Design mem_arbiter, sky130hd; sources not shown.
Figure 1. Floorplan with the power grid (run 1).
Bar = 20 microns. Pins as bars on the die edge.
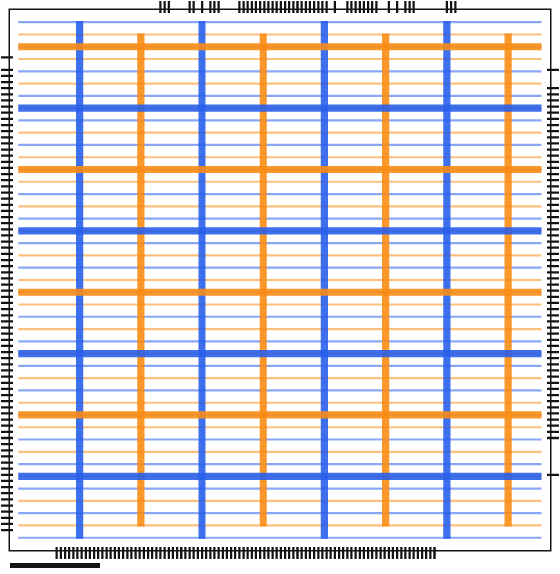
legend:
  blue:
    net: VSS
  orange:
    net: VDD
rows: 42
met1 rails: 43
met4 straps: 8
Vert. Die Dim: 120 microns
worst vdd ir: 0.000202 V
area of the core region: 0.0132 sq mm
DIE WIDTH: 120 microns

Figure 2. Placement by cell class (run 1).
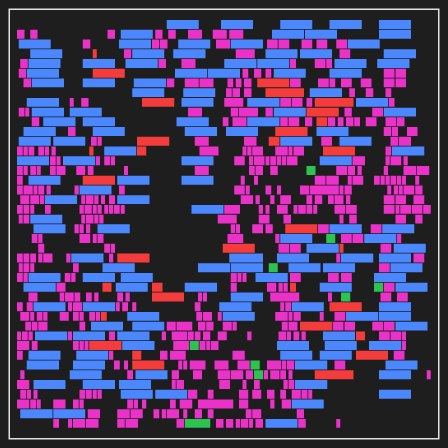
legend:
  magenta:
    class: all other logic
    cells: 471
    share_of_their_area: 41%
  red:
    class: clock drivers and dummy loads
    cells: 32
    share_of_their_area: 8.1%
  blue:
    class: flip-flops
    cells: 145
    share_of_their_area: 50%
  green:
    class: other buffers and delay cells
    cells: 9
    share_of_their_area: 1.1%
area of all placed cells without fillers: 0.00750 sq mm
number of cell rows: 42

Figure 3. Routed clock nets over the placement (run 1).
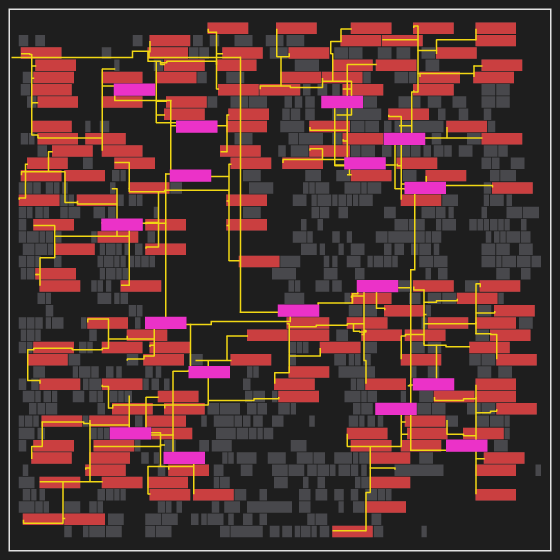
legend:
  magenta:
    item: cells driving clock nets
    count: 17
  yellow:
    item: clock wires
    length: 1640 microns
  red:
    item: flip-flops
    count: 145
routed clock nets: 18
flops lie: all over the die
Clock net power: 1.32 mW
share of total power in the clock network: 44.3%
clock latency on the worst-skew pair: 410 ps

Figure 4. Wiring by layer (run 1).
Bar = 20 microns.
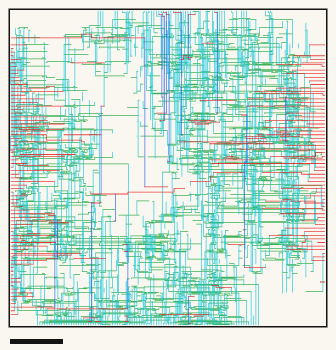
legend:
  blue:
    layer: met4
    wire_length: 570 microns
  green:
    layer: met1
    wire_length: 6910 microns
  cyan:
    layer: met2
    wire_length: 8760 microns
  red:
    layer: met3
    wire_length: 1890 microns
detailed-route via count: 5158
global routing usage summed across all routing layers: 25.6%

==> summary.txt <==
Item: results of the latest flow run.

- The flow ran to the end, and the final reports show no timing, DRC or antenna violations.
- The slowest cell on the critical path is mux2i_4.
- Per the OpenROAD power report, leakage power amounts to 3.12 nW.
- The routed layout reports a DRC error count of 0.
- Internal power comes to 2.19 mW.
- Summed over its instances, the top area cell type makes up 53.3% of the synthesized netlist area.
- The setup path with the least slack is of type in2reg.
- The sequential group share of total power is 43.8%.
- Counting flops with an async set or reset pin after synthesis yields a share of 100%.
- The first-pass GRT wire length is 28.1 mm.
- The number of hold violations in the final report is 0.
- The critical path goes through nand2b_1 > inv_1 > ha_1 > a211oi_1 > nand2_1 > a2111oi_4 > nand3_2 > mux2i_4 > mux2_2.
- The final critical-path setup slack is 1560 ps.
- The worst setup slack after placement is 1120 ps.
- The detailed router used layers up to and including met4.
- In this run, the synthesized area fraction spent on adder and majority cells is recorded as 1.29%.
- The final-layout fill cell count is 1179.
- The post-cts hold-fix buffer tally is 0.
- Summing all multiplexer cells gives an area fraction of 7.02%.
- The last timing report of the flow puts the setup violation total at 0.
- The total met3 wirelength after detailed routing is 1.89 mm.
- Per the breakdown, switching nets consume 26.2% of all power.
- The Yosys warning count is 0.
- The via count of the first global-routing pass is 5084.
- The total power draw is 2.97 mW.
- The routed length on met2 is 8.76 mm.
- For this run, the share of the core covered by cells in the final layout is 56.6%.
- CTS added clock buffers totalling 17.
- The floorplan report gives the top-level pin count as 277.
- The worst path in the final design needs a cycle of 3240 ps, including I/O delays and setup.
- Cells with a size suffix above 1 make up 9.89% of the layout.
- For reference, XOR and XNOR gates occupy 0% of the area reported after synthesis.
- In the layout the commonest cells are dfrtp_1 (144), nand2_1 (99), o21ai_0 (63).
- For this design, the sink count on the clock tree is 145.
- The most used flip-flop cell is dfrtp_1.
- Among cell families on the critical path, the largest total delay comes from multiplexers.
- Of the synthesized area, sequential elements account for 53.3%.
- The critical path depth is 9.
- The biggest area consumer among synthesized cells is dfrtp_1.
- The pin count of the biggest net entering global routing is 115.
- The signed area change from the synthesized netlist to the final layout is 10.2%.
- The quantity of I/O buffers inserted on ports is 0.
- The post-synth count of flops with an enable pin is 0.
- The final-report max-slew violation count is 0.
- The clock passes through at most 2 buffers.
- The report lists the power per cell area as 396 mW/mm^2.
- Leaving out fill and tap cells, the most frequent cell in the layout is dfrtp_1.
- The critical path maximum fanout is 17.
- According to the Yosys statistics, the synthesized design has a chip area of 0.00681 sq mm.
- OpenROAD emitted warnings numbering 33.
- The kind of launch point of the worst setup path is an input port.
- The post-synthesis cell count is 668.
- Per the GRT congestion report, total overflow comes to 0.
- The worst hold slack across all endpoints is 310 ps.
- Once layout is complete, the cells apart from fillers number 833.
- The total setup buffers inserted after CTS is 0.
- Of the available clock period, the critical path in the final layout requires 67.5%.
- The post-route antenna net violation count is 0.
- The class of the tightest hold or removal check is in2async.
- The flop and latch count out of synthesis is 145.
- The capturing element type of the critical path is a register.
- After synthesis, the mean cell area works out to 10.2 sq um.
- The number of different library cells used by synthesis comes to 47.
- After synthesis, the cell types taking the most area are dfrtp_1 (53%), o22a_1 (6.2%), nand2_1 (5.5%).
- The number of antenna violations at the first check in global routing is 0.
- The synthesized-area fraction occupied by and/or/nand/nor cells is 14.2%.
- The top logic cell family in the synthesized netlist is AND-OR/OR-AND gates.
- The initial core utilization is 51.4%.
- The switching component of the power is 0.777 mW.
- The TritonCTS clock tree is built.
- The final layout contains 788 nets.
- Combinational logic is responsible for 11.9% of the overall power.
- Counting both buffers and inverters, the worst setup path holds a total of 1.
- The script logs the mean routed wire length per placed instance as 21.8 microns.
- The average via count per standard cell is 6.19.
- The detailed-routing iteration count for the pre-antenna-repair pass is 5.
- Setup repair after global routing left no endpoint under its margin.
[run 1: kinds of logic after synthesis]
| family | Yosys count |
|---|---|
| AOI/OAI and AO/OA | 194 |
| adders and majority gates | 7 |
| buffers and inverters | 73 |
| DFF | 145 |
| muxes | 42 |
| other | 1 |
| and+or+nand+nor | 206 |
[run 1: power groups by stage]
stage	combinational, mW	sequential (mW)	clock [mW]
after floorplan	0.305	1.29	0
after global placement	0.341	1.32	0
after detailed placement	0.349	1.32	0
after CTS	0.352	1.30	1.34
after global routing	0.391	1.31	1.40
final	0.354	1.30	1.32
[run 1: Yosys cell counts, types with 7 or more instances]
cell        n
ha_1        7
a21oi_1    21
a221oi_1    7
inv_1      20
nor3_1     18
mux2_2     12
mux2i_1    22
a32oi_1     7
nand2_1   100
nor4_1      8
and2_1     20
nor2b_1    27
clkbuf_1   39
o22a_1     48
dfrtp_1   145
nor2_1     24
a211o_1     7
o21ai_0    63
a22oi_1    15
[run 1: worst reg2reg max path, delay by kind of cell, from the launching register on]
family / cells / cell delay, ps
AND-OR/OR-AND: 3 / 1250
flip-flops: 1 / 820
multiplexers: 1 / 630
[run 1: final cells by class]
| type | count | area [sq um] | area share (%) |
|---|---|---|---|
| clock inverter | 15 | 168 | 2.24 |
| clock buffer | 17 | 425 | 5.67 |
| sequential | 145 | 3630 | 48.4 |
| timing repair buffer | 9 | 80.1 | 1.07 |
| inverter | 20 | 78.8 | 1.05 |
| multi-input combinational | 451 | 2900 | 38.6 |
| tap | 176 | 220 | 2.94 |
[run 1: per-layer routing]
metal	global-route usage (%)	vias up
met5	0	-
met3	9.89	39
li1	-	2316
met2	41.5	271
met4	10.9	0
met1	30.5	2532
No activity file was given, so power comes from the tool's default toggle rates.
